[config.mk]
export PLATFORM = sky130hd
export DESIGN_NAME = cmd_frame_decoder
export DESIGN_NICKNAME = d
export VERILOG_FILES = /design/src/rtl/cmd_frame_decoder_pkg.sv /design/src/rtl/cmd_frame_decoder_timer.sv /design/src/rtl/cmd_frame_decoder.sv
export SDC_FILE = /design/constraint.sdc
export NUM_CORES = 1
export LEC_CHECK = 0
export CORE_MARGIN = 2
export CORE_UTILIZATION = 35
export DETAILED_ROUTE_END_ITERATION = 6
export SLEW_MARGIN = 25
export SYNTH_ARGS = -nofsm -noshare
export SYNTH_HDL_FRONTEND = slang
export SYNTH_SLANG_ARGS = --single-unit
[constraint.sdc]
create_clock -name clk -period 1.52 [get_ports clk]
set_input_delay 0.152 -clock clk [delete_from_list [all_inputs] [get_ports clk]]
set_output_delay 0.152 -clock clk [all_outputs]
set_load 0.05 [all_outputs]
[src/rtl/cmd_frame_decoder_pkg.sv]
// ---------------------------------------------------------------------------
// cmd_frame_decoder_pkg : opcode constants and FSM state encoding | rev 1.0
// ---------------------------------------------------------------------------
`default_nettype none

package cmd_frame_decoder_pkg;

  localparam logic [7:0] CMD_WR      = 8'hAA;
  localparam logic [7:0] CMD_RD      = 8'hBB;
  localparam logic [7:0] CMD_ALU     = 8'hCC;
  localparam logic [7:0] CMD_ALU_NOP = 8'hDD;

  typedef enum logic [2:0] {
    IDLE    = 3'd0,
    WR_ADDR = 3'd1,
    WR_DATA = 3'd2,
    RD_ADDR = 3'd3,
    ALU_A   = 3'd4,
    ALU_B   = 3'd5,
    ALU_FUN = 3'd6
  } state_t;

endpackage

`default_nettype wire

[src/rtl/cmd_frame_decoder_timer.sv]
// ---------------------------------------------------------------------------
// frame_timer : inter-byte watchdog for cmd_frame_decoder | rev 1.0
// ---------------------------------------------------------------------------
`default_nettype none

module frame_timer #(
  parameter int TIMEOUT = 1024
) (
  input  logic clk,
  input  logic RST,
  input  logic clear,
  input  logic run,
  output logic expire
);

  localparam int CW = (TIMEOUT > 2) ? $clog2(TIMEOUT) : 1;
  localparam logic [CW-1:0] C_LAST = CW'(TIMEOUT - 2);

  logic [CW-1:0] count;

  always_ff @(posedge clk or negedge RST) begin
    if (!RST) begin
      count <= '0;
    end else if (clear) begin
      count <= '0;
    end else if (run) begin
      count <= count + 1'b1;
    end
  end

  // Fires on the edge where the count would reach TIMEOUT-1; a byte in the same cycle wins.
  assign expire = run && !clear && (count == C_LAST);

endmodule

`default_nettype wire

[src/rtl/cmd_frame_decoder.sv]
// ---------------------------------------------------------------------------
// cmd_frame_decoder : byte-stream command framer -> RF / ALU strobes | rev 1.0
// ---------------------------------------------------------------------------
`default_nettype none

module cmd_frame_decoder
  import cmd_frame_decoder_pkg::*;
#(
  parameter int DATA_WIDTH = 8,
  parameter int ADDR_WIDTH = 4,
  parameter int FUN_WIDTH  = 4,
  parameter int TIMEOUT    = 1024
) (
  input  logic                  clk,
  input  logic                  RST,
  input  logic [DATA_WIDTH-1:0] rx_data,
  input  logic                  rx_valid,
  output logic [ADDR_WIDTH-1:0] rf_addr,
  output logic [DATA_WIDTH-1:0] rf_wr_data,
  output logic                  rf_wr_en,
  output logic                  rf_rd_en,
  output logic [DATA_WIDTH-1:0] alu_op_a,
  output logic [DATA_WIDTH-1:0] alu_op_b,
  output logic [FUN_WIDTH-1:0]  alu_fun,
  output logic                  alu_en,
  output logic                  frame_err,
  output logic                  busy
);

  state_t state;
  logic   expire;

  frame_timer #(
    .TIMEOUT (TIMEOUT)
  ) u_timer (
    .clk    (clk),
    .RST    (RST),
    .clear  (rx_valid || (state == IDLE)),
    .run    (state != IDLE),
    .expire (expire)
  );

  assign busy = (state != IDLE);

  always_ff @(posedge clk or negedge RST) begin
    if (!RST) begin
      state      <= IDLE;
      rf_addr    <= '0;
      rf_wr_data <= '0;
      rf_wr_en   <= 1'b0;
      rf_rd_en   <= 1'b0;
      alu_op_a   <= '0;
      alu_op_b   <= '0;
      alu_fun    <= '0;
      alu_en     <= 1'b0;
      frame_err  <= 1'b0;
    end else begin
      rf_wr_en  <= 1'b0;
      rf_rd_en  <= 1'b0;
      alu_en    <= 1'b0;
      frame_err <= 1'b0;
      if (rx_valid) begin
        case (state)
          IDLE: begin
            case (rx_data)
              DATA_WIDTH'(CMD_WR):      state <= WR_ADDR;
              DATA_WIDTH'(CMD_RD):      state <= RD_ADDR;
              DATA_WIDTH'(CMD_ALU):     state <= ALU_A;
              DATA_WIDTH'(CMD_ALU_NOP): state <= ALU_FUN;
              default:                  frame_err <= 1'b1;
            endcase
          end
          WR_ADDR: begin
            rf_addr <= rx_data[ADDR_WIDTH-1:0];
            state   <= WR_DATA;
          end
          WR_DATA: begin
            rf_wr_data <= rx_data;
            rf_wr_en   <= 1'b1;
            state      <= IDLE;
          end
          RD_ADDR: begin
            rf_addr  <= rx_data[ADDR_WIDTH-1:0];
            rf_rd_en <= 1'b1;
            state    <= IDLE;
          end
          ALU_A: begin
            alu_op_a <= rx_data;
            state    <= ALU_B;
          end
          ALU_B: begin
            alu_op_b <= rx_data;
            state    <= ALU_FUN;
          end
          ALU_FUN: begin
            alu_fun <= rx_data[FUN_WIDTH-1:0];
            alu_en  <= 1'b1;
            state   <= IDLE;
          end
          default: state <= IDLE;
        endcase
      end else if (expire) begin
        state     <= IDLE;
        frame_err <= 1'b1;
      end
    end
  end

endmodule

`default_nettype wire

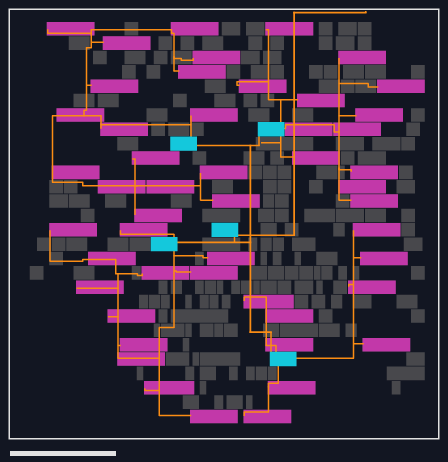
Fig. 1. Clock network drawn from the DEF.
Bar = 20 µm.
- cells driving clock nets: cyan (count 5)
- clock wires: orange (length 618 µm)
- flip-flops: magenta (count 49)
- routed clock nets: 6

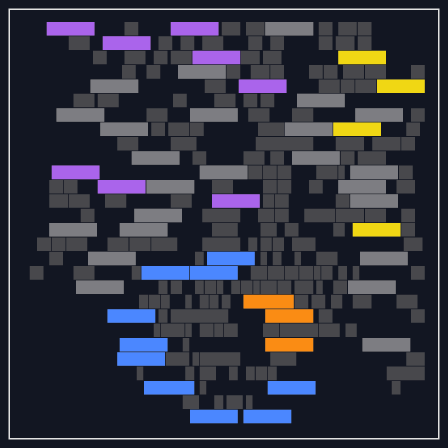
Fig. 2. Sequential cells grouped by signal name.
Other sequential cells in the stronger gray, the rest of the logic in the fainter gray.
- rf_addr: yellow (sequential cells 4; where top right)
- state: orange (sequential cells 3)
- u_timer.count: blue (sequential cells 10; where bottom middle)
- rf_wr_data: purple (sequential cells 8)

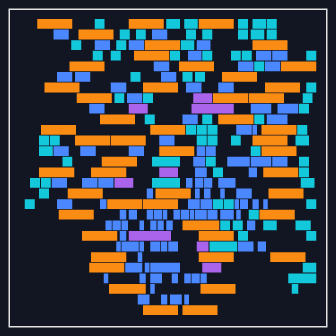
Fig. 3. Placed cells, one color a class.
- other buffers and delay cells: cyan (cells 73)
- clock drivers and dummy loads: purple (cells 8)
- flops: orange (cells 49)
- all other logic: blue (cells 102)

==> impl_metrics.env <==
# yosys + openroad results
export IMPL_outcome="finished clean"
export IMPL_grt_usage_pct=14.96
export IMPL_core_util_floorplan_pct=35.76
export IMPL_p_sw_mw=2.236
export IMPL_internal_power_mw=3.161
export IMPL_syn_to_final_growth_pct=40.55
export IMPL_setup_viol=0
export IMPL_grt_pass1_vias=1485
export IMPL_dpl_cell_area_um2=2741
export IMPL_tightestPinTransition_ns=0.3295
export IMPL_ff_latch_area_um2=1229
export IMPL_synth_nets=168
export IMPL_io_pins=48
export IMPL_hpwlAfterDp_um=3299
export IMPL_wirelength_um=4589
export IMPL_rsz0062_at_grt="no"
export IMPL_num_vias=1482
export IMPL_slew_limit_headroom_pct=77.73
export IMPL_edf_count=0
export IMPL_tool_warnings=27
export IMPL_drc=0
export IMPL_routed_via_density=4.827
export IMPL_die_width_um=81.08
export IMPL_fin_crit_sh_pct=97.15
export IMPL_antenna_found_initial=0
export IMPL_power_total_mw=5.397
export IMPL_syn_cell_area_um2=2079
export IMPL_ys_seq_share_pct=58.97
export IMPL_cap_violations=0
export IMPL_r2r_start="state[1]"
export IMPL_row_count=28
export IMPL_io_buffer_count=47
export IMPL_ff_type="dfrtp_1"
export IMPL_layout_drive_gt1_share_pct=47.84
export IMPL_r2r_slack_ns=0.04
export IMPL_finalMaxSlewViolations=0
export IMPL_drt_pass1_iter_count=6
export IMPL_layout_top_cell="buf_4"
export IMPL_core_area_um2=5816
export IMPL_sw_frac_of_total_pct=41.43
export IMPL_hold_viol_final=0
export IMPL_required_ns=1.72
export IMPL_min_period_ns=1.477
export IMPL_synth_cell_types=35
export IMPL_mostFrequentLayoutCells="57 x buf_4, 47 x dfrtp_1, 28 x mux2_2"
export IMPL_leakage_nw=1.395
export IMPL_clock_latency_ns=0.31
export IMPL_diodes=0
export IMPL_reg2reg_depth=5
export IMPL_grt_first_pass_wirelength_um=7362
export IMPL_chip_area_um2=6574
export IMPL_fin_tns_setup_ns=0
export IMPL_placed_cells=295
export IMPL_syn_avg_cell_area_um2=13.42
export IMPL_antenna_left=0
export IMPL_cp_start_kind="flop"
export IMPL_die_h_um=81.08
export IMPL_yosys_cells=155
export IMPL_comb_power_share_pct=45.4
export IMPL_syn_inst=155
export IMPL_grt_ovfl_total=0
export IMPL_clock_fmax_mhz=677.2
export IMPL_final_nets=244
export IMPL_max_vdd_ir_drop_uv=889.7
export IMPL_power_frac_clock_pct=20.6
export IMPL_powerDensity_nw_per_um2=1847
export IMPL_async_flop_share_pct=100.0
export IMPL_path_max_fanout=8
export IMPL_seq_power_share_pct=33.9
export IMPL_clockBufferDepth=2
export IMPL_clockRootBuffer="clkbuf_8"
export IMPL_arrival_ns=1.67
export IMPL_fillerInstances=541
export IMPL_drt_initial_drc_count=91
export IMPL_synth_warnings=0
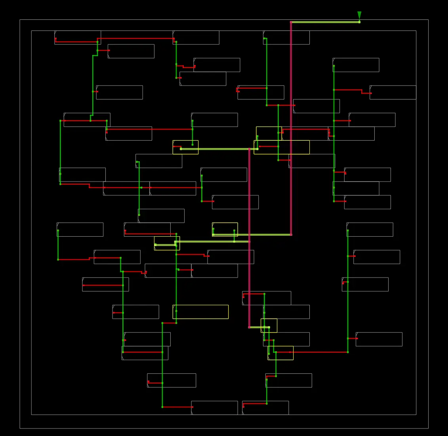
Fig. 4. The clock network.
clock sink total: 49
Worst Skew: 0.01415 ns
number of clock-tree buffers in the layout: 5

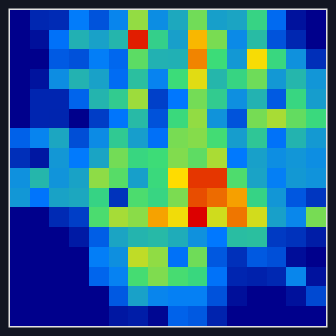
Fig. 5. Routed metal per tile.
The die is cut into 16 by 16 equal tiles; dark blue is low, red is high, scaled to the fullest tile. Values are wire area over tile area, all layers added.
- densest ninth of the die: middle
- mean over tiles: 0.11
- nearly empty tiles: 16%
- tiles over half the peak: 20%

## worst max-delay path by stage
stage | start | endpoint | slack (ns) | cells after the start
after floorplan | state[0] | frame_err | 0.04 | 4
after global placement | rx_data[5] | frame_err | -0.19 | 5
after detailed placement | rx_valid | alu_fun[0] | -0.22 | 4
after CTS | state[1] | busy | 0.03 | 2
after global routing | state[1] | alu_op_b[6] | 0.006 | 5
final | state[1] | alu_op_b[4] | 0.04 | 5
## flip-flops by register name, summed over array words and instances, names as in the netlist
| signal | cells |
|---|---|
| state | 3 |
| alu_op_a | 8 |
| u_timer.count | 10 |
| alu_en | 1 |
| alu_fun | 4 |
| alu_op_b | 8 |
| rf_rd_en | 1 |
| rf_addr | 4 |
| frame_err | 1 |
| rf_wr_data | 8 |
| rf_wr_en | 1 |
## cell type report
type	instances	area share, %
multi-input combinational	96	27.91
timing repair buffer	73	21.36
tap	75	3.211
sequential	49	42.04
clock inverter	3	2.354
clock buffer	5	2.354
inverter	6	0.7705
## Yosys cell counts, types with 2 or more instances
master | number | area [µm²]
xor2_1 | 2 | 17.52
or3_1 | 6 | 37.54
dfrtp_1 | 49 | 1226
o21ai_0 | 5 | 25.02
ha_1 | 2 | 25.02
nand4_1 | 2 | 12.51
nor4bb_1 | 2 | 20.02
o311ai_0 | 2 | 17.52
nand2_2 | 2 | 12.51
mux2_2 | 28 | 315.3
nand3_1 | 9 | 45.04
inv_1 | 6 | 22.52
buf_2 | 2 | 10.01
xnor2_1 | 2 | 17.52
nand2_1 | 4 | 15.01
a21oi_1 | 5 | 25.02
nor2_1 | 6 | 22.52
mux2_4 | 4 | 60.06
## stage by stage
step | worst slack (ns) | hold slack [ns] | util, %
floorplan | 0.03612 | -0.1436 | -
CTS | 0.02680 | 0.3655 | 50.09
finish | 0.04327 | 0.3611 | 50.26
global route | 0.005951 | 0.3929 | 50.26
global placement | -0.1935 | 0.1628 | 47.14
detailed placement | -0.2163 | 0.1623 | 47.14
## critical path: stages (launching register included)
cell     delay (ns)
dfrtp_1        0.42
buf_4          0.15
and2b_1        0.23
nand3_1        0.14
buf_12         0.17
mux2_2         0.26
## logic make-up after synthesis
logic type                 Yosys count  synth area share (%)
and+or+nand+nor                     42                 12.94
xor gates and xnor gates             4                 1.685
DFF                                 49                 58.97
buffers and inverters               10                 2.286
adders and majority gates            2                 1.203
muxes                               32                 18.05
AOI/OAI and AO/OA                   16                 4.874
## per-layer routing
layer	routed length, µm	track usage, %	vias up
li1	-	-	715
met1	2115	20.78	725
met2	2206	22.73	37
met3	190	3.556	5
met4	77	5.593	0
met5	0	0	-
## power groups by stage
stage	clock network, mW	registers (mW)	logic, mW
floorplan	0	2.96	0.505
global placement	0	1.87	2.40
detailed placement	0	1.87	2.43
CTS	1.15	1.84	2.46
global route	1.19	1.88	2.57
finish	1.11	1.83	2.45
## timing repair
action / 4_1_cts / 5_1_grt
hold endpoints to repair: 49 / 0
gates resized: 1 / 3
buffers inserted: 3 / 0
cloned: 0 / 0
hold buffers: 1 / 0
endpoints found under the setup margin: 1 / 10
Power and IR drop assume default switching activity.
